### Track usage over the die

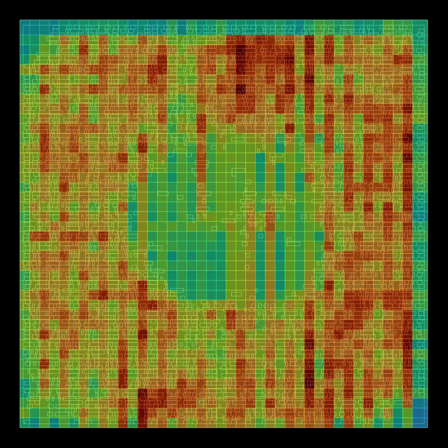
### Clock distribution

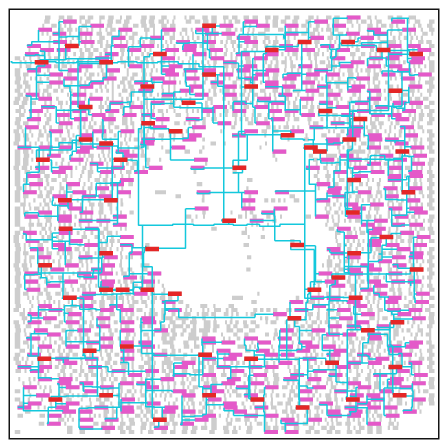
### Cell classes on the final placement

Bar = 100 um.
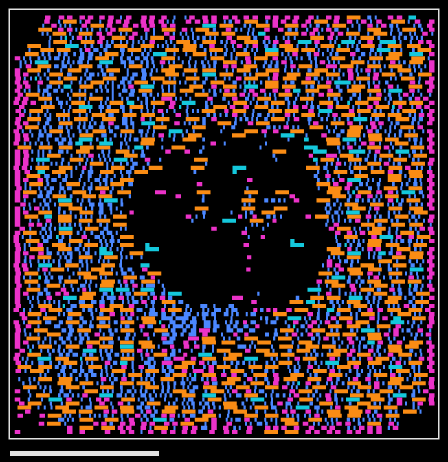
### Floorplan with the power grid

Pins as bars on the die edge. Tap cells in grey.
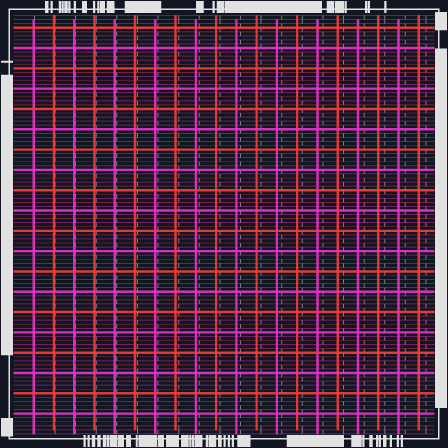
### Sequential cells grouped by signal name

Other sequential cells in the stronger grey, the rest of the logic in the fainter grey.
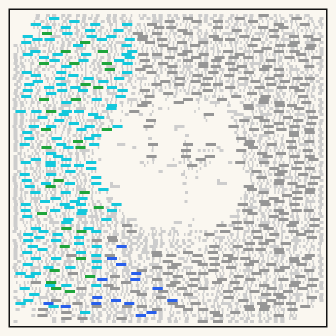
<file path="config.mk">
export PLATFORM = sky130hd
export DESIGN_NAME = vec_mem_stage
export DESIGN_NICKNAME = d
export VERILOG_FILES = /design/src/rtl/vec_mem_stage.sv
export SDC_FILE = /design/constraint.sdc
export NUM_CORES = 1
export LEC_CHECK = 0
export CAP_MARGIN = 0
export CELL_PAD_IN_SITES_DETAIL_PLACEMENT = 2
export CELL_PAD_IN_SITES_GLOBAL_PLACEMENT = 2
export CORE_MARGIN = 2
export CORE_UTILIZATION = 32
export DETAILED_ROUTE_END_ITERATION = 6
export MAX_ROUTING_LAYER = met4
export PLACE_DENSITY = 0.87
export SLEW_MARGIN = 20
export SYNTH_ARGS = -nofsm -noshare
export SYNTH_HDL_FRONTEND = slang
export SYNTH_SLANG_ARGS = --single-unit
export TNS_END_PERCENT = 10
</file>
<file path="constraint.sdc">
create_clock -name clk -period 5.4 [get_ports clk]
set_input_delay 0.81 -clock clk [delete_from_list [all_inputs] [get_ports clk]]
set_output_delay 0.81 -clock clk [all_outputs]
set_load 0.01 [all_outputs]
</file>
<file path="src/rtl/vec_mem_stage.sv">
// Memory stage for a vector/scalar pipeline: ALU pass-through or beat-wise load/store
// of LANES elements over a BEAT-element memory port with request/grant/read-valid handshake.
module vec_mem_stage #(
    parameter int LANES  = 20,
    parameter int ELEM_W = 8,
    parameter int ADDR_W = 16,
    parameter int BEAT   = 4
) (
    input  logic                      clk,
    input  logic                      rst,
    input  logic                      start,
    input  logic                      op_type,
    input  logic                      mem_op,
    input  logic                      write_enable,
    input  logic [ADDR_W-1:0]         address,
    input  logic [LANES*ELEM_W-1:0]   alu_result_v,
    input  logic [ELEM_W-1:0]         alu_result_s,
    input  logic [LANES*ELEM_W-1:0]   rd2_vec,
    input  logic [ELEM_W-1:0]         rd2_sca,
    output logic                      mem_req,
    output logic                      mem_we,
    output logic [ADDR_W-1:0]         mem_addr,
    output logic [BEAT-1:0]           mem_be,
    output logic [BEAT*ELEM_W-1:0]    mem_wdata,
    input  logic                      mem_gnt,
    input  logic                      mem_rvalid,
    input  logic [BEAT*ELEM_W-1:0]    mem_rdata,
    output logic [LANES*ELEM_W-1:0]   vector_output,
    output logic [ELEM_W-1:0]         scalar_output,
    output logic                      busy,
    output logic                      mem_finished
);

    localparam int NBEATS = LANES / BEAT;
    localparam int KW     = (NBEATS > 1) ? $clog2(NBEATS) : 1;
    localparam int VW     = LANES * ELEM_W;
    localparam int BW     = BEAT * ELEM_W;
    localparam logic [KW-1:0] K_LAST = KW'(NBEATS - 1);
    localparam logic [KW-1:0] K_ONE  = KW'(1);

    typedef enum logic [1:0] {
        IDLE   = 2'd0,
        REQ    = 2'd1,
        WAIT_R = 2'd2,
        DONE   = 2'd3
    } state_t;

    state_t              state_q, state_d;
    logic [KW-1:0]       k_q, k_d;
    logic                vec_q, vec_d;
    logic                memop_q, memop_d;
    logic                we_q, we_d;
    logic [ADDR_W-1:0]   addr_q, addr_d;
    logic [VW-1:0]       alu_v_q, alu_v_d;
    logic [ELEM_W-1:0]   alu_s_q, alu_s_d;
    logic [VW-1:0]       wd_vec_q, wd_vec_d;
    logic [ELEM_W-1:0]   wd_sca_q, wd_sca_d;
    logic                mem_req_q, mem_req_d;
    logic                mem_we_q, mem_we_d;
    logic [ADDR_W-1:0]   mem_addr_q, mem_addr_d;
    logic [BEAT-1:0]     mem_be_q, mem_be_d;
    logic [BW-1:0]       mem_wdata_q, mem_wdata_d;
    logic [VW-1:0]       vout_q, vout_d;
    logic [ELEM_W-1:0]   sout_q, sout_d;
    logic                busy_q, busy_d;
    logic                fin_q, fin_d;
    logic                last_s;

    // Beat k starts k*BEAT elements past the base; the sum wraps in ADDR_W bits.
    function automatic logic [ADDR_W-1:0] beat_addr(input logic [ADDR_W-1:0] base,
                                                    input logic [KW-1:0]     k);
        beat_addr = base + (ADDR_W'(k) * ADDR_W'(BEAT));
    endfunction

    function automatic logic [BW-1:0] vec_beat(input logic [VW-1:0] v,
                                               input logic [KW-1:0] k);
        vec_beat = v[int'(k)*BW +: BW];
    endfunction

    assign last_s = vec_q ? (k_q == K_LAST) : 1'b1;

    // Next-state, operand capture, result update and memory-port drive.
    always_comb begin
        state_d     = state_q;
        k_d         = k_q;
        vec_d       = vec_q;
        memop_d     = memop_q;
        we_d        = we_q;
        addr_d      = addr_q;
        alu_v_d     = alu_v_q;
        alu_s_d     = alu_s_q;
        wd_vec_d    = wd_vec_q;
        wd_sca_d    = wd_sca_q;
        mem_req_d   = 1'b0;
        mem_we_d    = mem_we_q;
        mem_addr_d  = mem_addr_q;
        mem_be_d    = mem_be_q;
        mem_wdata_d = mem_wdata_q;
        vout_d      = vout_q;
        sout_d      = sout_q;

        case (state_q)
            IDLE: begin
                if (start) begin
                    vec_d    = op_type;
                    memop_d  = mem_op;
                    we_d     = write_enable;
                    addr_d   = address;
                    alu_v_d  = alu_result_v;
                    alu_s_d  = alu_result_s;
                    wd_vec_d = rd2_vec;
                    wd_sca_d = rd2_sca;
                    k_d      = '0;
                    state_d  = mem_op ? REQ : DONE;
                end else begin
                    state_d = IDLE;
                end
            end
            REQ: begin
                if (mem_gnt) begin
                    if (!we_q) begin
                        state_d = WAIT_R;
                    end else if (last_s) begin
                        state_d = DONE;
                    end else begin
                        k_d     = k_q + K_ONE;
                        state_d = REQ;
                    end
                end else begin
                    state_d = REQ;
                end
            end
            WAIT_R: begin
                if (mem_rvalid) begin
                    if (vec_q) begin
                        vout_d[int'(k_q)*BW +: BW] = mem_rdata;
                    end else begin
                        sout_d = mem_rdata[ELEM_W-1:0];
                    end
                    if (last_s) begin
                        state_d = DONE;
                    end else begin
                        k_d     = k_q + K_ONE;
                        state_d = REQ;
                    end
                end else begin
                    state_d = WAIT_R;
                end
            end
            DONE: begin
                if (!memop_q) begin
                    if (vec_q) begin
                        vout_d = alu_v_q;
                    end else begin
                        sout_d = alu_s_q;
                    end
                end else begin
                    vout_d = vout_q;
                end
                state_d = IDLE;
            end
            default: begin
                state_d = IDLE;
            end
        endcase

        // Beat fields are recomputed from stable captured state, so they hold while ungranted.
        if (state_d == REQ) begin
            mem_req_d  = 1'b1;
            mem_we_d   = we_d;
            mem_addr_d = beat_addr(addr_d, k_d);
            mem_be_d   = vec_d ? {BEAT{1'b1}} : BEAT'(1'b1);
            if (!we_d) begin
                mem_wdata_d = '0;
            end else if (vec_d) begin
                mem_wdata_d = vec_beat(wd_vec_d, k_d);
            end else begin
                mem_wdata_d = BW'(wd_sca_d);
            end
        end else begin
            mem_req_d = 1'b0;
        end

        busy_d = (state_d != IDLE);
        fin_d  = (state_q == DONE);
    end

    // State and registered outputs; reset abandons any access in flight.
    always_ff @(posedge clk or negedge rst) begin
        if (!rst) begin
            state_q     <= IDLE;
            k_q         <= '0;
            vec_q       <= 1'b0;
            memop_q     <= 1'b0;
            we_q        <= 1'b0;
            addr_q      <= '0;
            alu_v_q     <= '0;
            alu_s_q     <= '0;
            wd_vec_q    <= '0;
            wd_sca_q    <= '0;
            mem_req_q   <= 1'b0;
            mem_we_q    <= 1'b0;
            mem_addr_q  <= '0;
            mem_be_q    <= '0;
            mem_wdata_q <= '0;
            vout_q      <= '0;
            sout_q      <= '0;
            busy_q      <= 1'b0;
            fin_q       <= 1'b0;
        end else begin
            state_q     <= state_d;
            k_q         <= k_d;
            vec_q       <= vec_d;
            memop_q     <= memop_d;
            we_q        <= we_d;
            addr_q      <= addr_d;
            alu_v_q     <= alu_v_d;
            alu_s_q     <= alu_s_d;
            wd_vec_q    <= wd_vec_d;
            wd_sca_q    <= wd_sca_d;
            mem_req_q   <= mem_req_d;
            mem_we_q    <= mem_we_d;
            mem_addr_q  <= mem_addr_d;
            mem_be_q    <= mem_be_d;
            mem_wdata_q <= mem_wdata_d;
            vout_q      <= vout_d;
            sout_q      <= sout_d;
            busy_q      <= busy_d;
            fin_q       <= fin_d;
        end
    end

    assign mem_req       = mem_req_q;
    assign mem_we        = mem_we_q;
    assign mem_addr      = mem_addr_q;
    assign mem_be        = mem_be_q;
    assign mem_wdata     = mem_wdata_q;
    assign vector_output = vout_q;
    assign scalar_output = sout_q;
    assign busy          = busy_q;
    assign mem_finished  = fin_q;

endmodule

</file>
==> summary.txt <==
yosys + openroad results -> status completed, drt total wl ~110,000 um, endpoints failing hold 0, post-route ant nets 0, Cells after Synth 2,839, vias in the first global route ~27,000, initial antenna violation count 24, synth top area cells dfrtp_1 57%, nand2_1 17%, a22oi_1 3.1%, a21oi_1 3.0%, o21ai_0 2.1%, Ports roughly 620, Yosys Chip Area ~26,000 um2, Final TNS setup 0 ns, critical path capture point type register, CTS tree yes, Distinct lib cells used 58, relative slew slack 26.8%, mean post-synth cell area 9.00 um2, static leakage 16.0 nW, CTS H-tree lvls 3, Reg2Reg Launch Point k_q[0]$_DFF_PN0_, unrepaired setup endpoints after global routing false, CP max FO between 40 and 50, Init Core Util approximately a third, total global routing overflow 0, Mapped Area approximately 26,000 um2, initial drt markers between 1,000 and 1,500, Worst path top cell family by delay simple AND/OR/NAND/NOR gates, Slew Limit Fails 0, Gate power share approximately two fifths, fin crit period slightly above 4 ns, Final #Nets 3,766, max incr delay on CP a little over 0.6 ns, Reg power frac 35.6%, Max-cap violations 0, clock-pin slew on the worst setup and hold paths roughly 0.070 ns, CTS root buffer clkbuf_16, Hold-fix buffers, CTS 0
Back to the opening pictures, 'Track usage over the die':
post-DR wirelength/cell: 25.6 um
final core occ: 44.3%

Back to the opening pictures, 'Clock distribution':
Cyan marks clock wires, length 9,060 um. Magenta marks flip-flops, count 582. Red marks clock-net drivers, count 70.
There are 71 routed clock nets. Position of the flops: widely spread.
Clk power: 4.70 mW
worst skew pair latency: 0.61 ns

Back to the opening pictures, 'Cell classes on the final placement':
Cyan marks clock drivers and dummy loads, cells 118, share of their area 6.6%. Blue marks remaining logic cells, cells 2,052, share of their area 30%. Orange marks registers, cells 582, share of their area 43%. Magenta marks remaining buffers and delay cells, cells 657, share of their area 20%.
flop share of the area: 41.6%
CORE AREA: 79,000 um2
Finished Cell Area: 35,000 um2
row count: 103

Back to the opening pictures, 'Floorplan with the power grid':
Red marks VDD. Magenta marks VSS.
20 straps on met5. 20 straps on met4. 104 met1 rails follow the rows.
Die Width: 287 um
Die H: 287 um
Peak supply drop: 0.294 mV

Back to the opening pictures, 'Sequential cells grouped by signal name':
Cyan marks `wd_vec_q`, flops 160. Blue marks `addr_q`, flops 16. Green marks `mem_wdata`, flops 32, where a vertical strip on the left.
Flop area: 14,600 um2
Flop+latch power: 7.33 mW

==> area by class of cell <==
class                      count  area (um2)
multi-input combinational   2032       10200
antenna                       26        65.1
tap                         1050        1310
clock buffer                  98        2000
timing repair buffer         657        6600
inverter                      20        80.1
clock inverter                20         224
sequential                   582       14600
fill                        8451       44000
==> worst paths after layout <==
| path | end | slack, ns | cells past startpoint |
|---|---|---|---|
| setup / recovery | mem_addr[9]$_DFFE_PN0P_ | 1.28 | 13 |
| hold / removal | vector_output[16]$_DFFE_PN0P_ | 0.29 | 1 |
| setup reg to reg | mem_addr[9]$_DFFE_PN0P_ | 1.28 | 13 |
| hold reg to reg | wd_sca_q[4]$_DFF_PN0_ | 0.47 | 2 |
| max in group asynchronous | wd_sca_q[5]$_DFF_PN0_ | 3.83 | 2 |
| min in group clk | wd_sca_q[4]$_DFF_PN0_ | 0.47 | 2 |
==> metal layers <==
metal | vias to the layer above | routed length [um]
met5 | - | 0
met4 | 0 | 4260
met3 | 216 | 7860
met2 | 753 | 56100
met1 | 12263 | 46400
li1 | 10549 | -
==> power groups by stage <==
| stage | sequential, mW | combinational (mW) | clock (mW) |
|---|---|---|---|
| floorplan | 7.29 | 4.61 | 0 |
| global placement | 7.21 | 8.06 | 0 |
| detailed placement | 7.35 | 8.41 | 0 |
| CTS | 7.32 | 8.61 | 4.80 |
| global route | 7.53 | 9.37 | 4.96 |
| finish | 7.33 | 8.55 | 4.70 |
==> logic make-up after synthesis <==
logic type	Yosys count	synth area share, %
and+or+nand+nor	1386	21.9
AOI/OAI and AO/OA	583	14.8
DFF	582	57.0
buffers and inverters	225	3.70
muxes	41	1.66
xor gates and xnor gates	11	0.377
adders and majority gates	11	0.568
==> metrics by stage <==
step,hold slack [ns],instances,cell area (um2),setup WS (ns)
final,0.291,4485,35000,1.28
after global routing,0.327,4483,35000,1.08
after CTS,0.308,4458,34900,1.31
after detailed placement,0.457,4340,32700,1.17
after global placement,0.452,4340,32700,1.34
after floorplan,0.437,2839,25600,1.84
==> synth_stat cells, drive strengths merged, types with 32 or more instances <==
cell	count
a21oi	152
a22oi	104
a31o	32
buf	73
clkbuf	132
dfrtp	582
nand2	1181
nor2	75
nor3	75
o21ai	120
o22ai	64
o31a	32
==> registers in the layout, indices dropped and copies added, names as in the netlist, 16 cells and up <==
register       count
addr_q            16
alu_v_q          160
mem_wdata         32
wd_vec_q         160
vector_output    160
mem_addr          16
==> placed cells by master, fill, tap and decap left out, types with 32 or more instances in the layout <==
master,n
o31a_1,32
nor2_1,69
dfrtp_1,582
o22ai_1,64
nand2_1,1177
nor3_1,49
o21ai_0,109
a22oi_1,104
buf_4,32
a21oi_1,151
clkdlybuf4s50_1,614
clkbuf_16,70
Power and IR drop assume default switching activity.
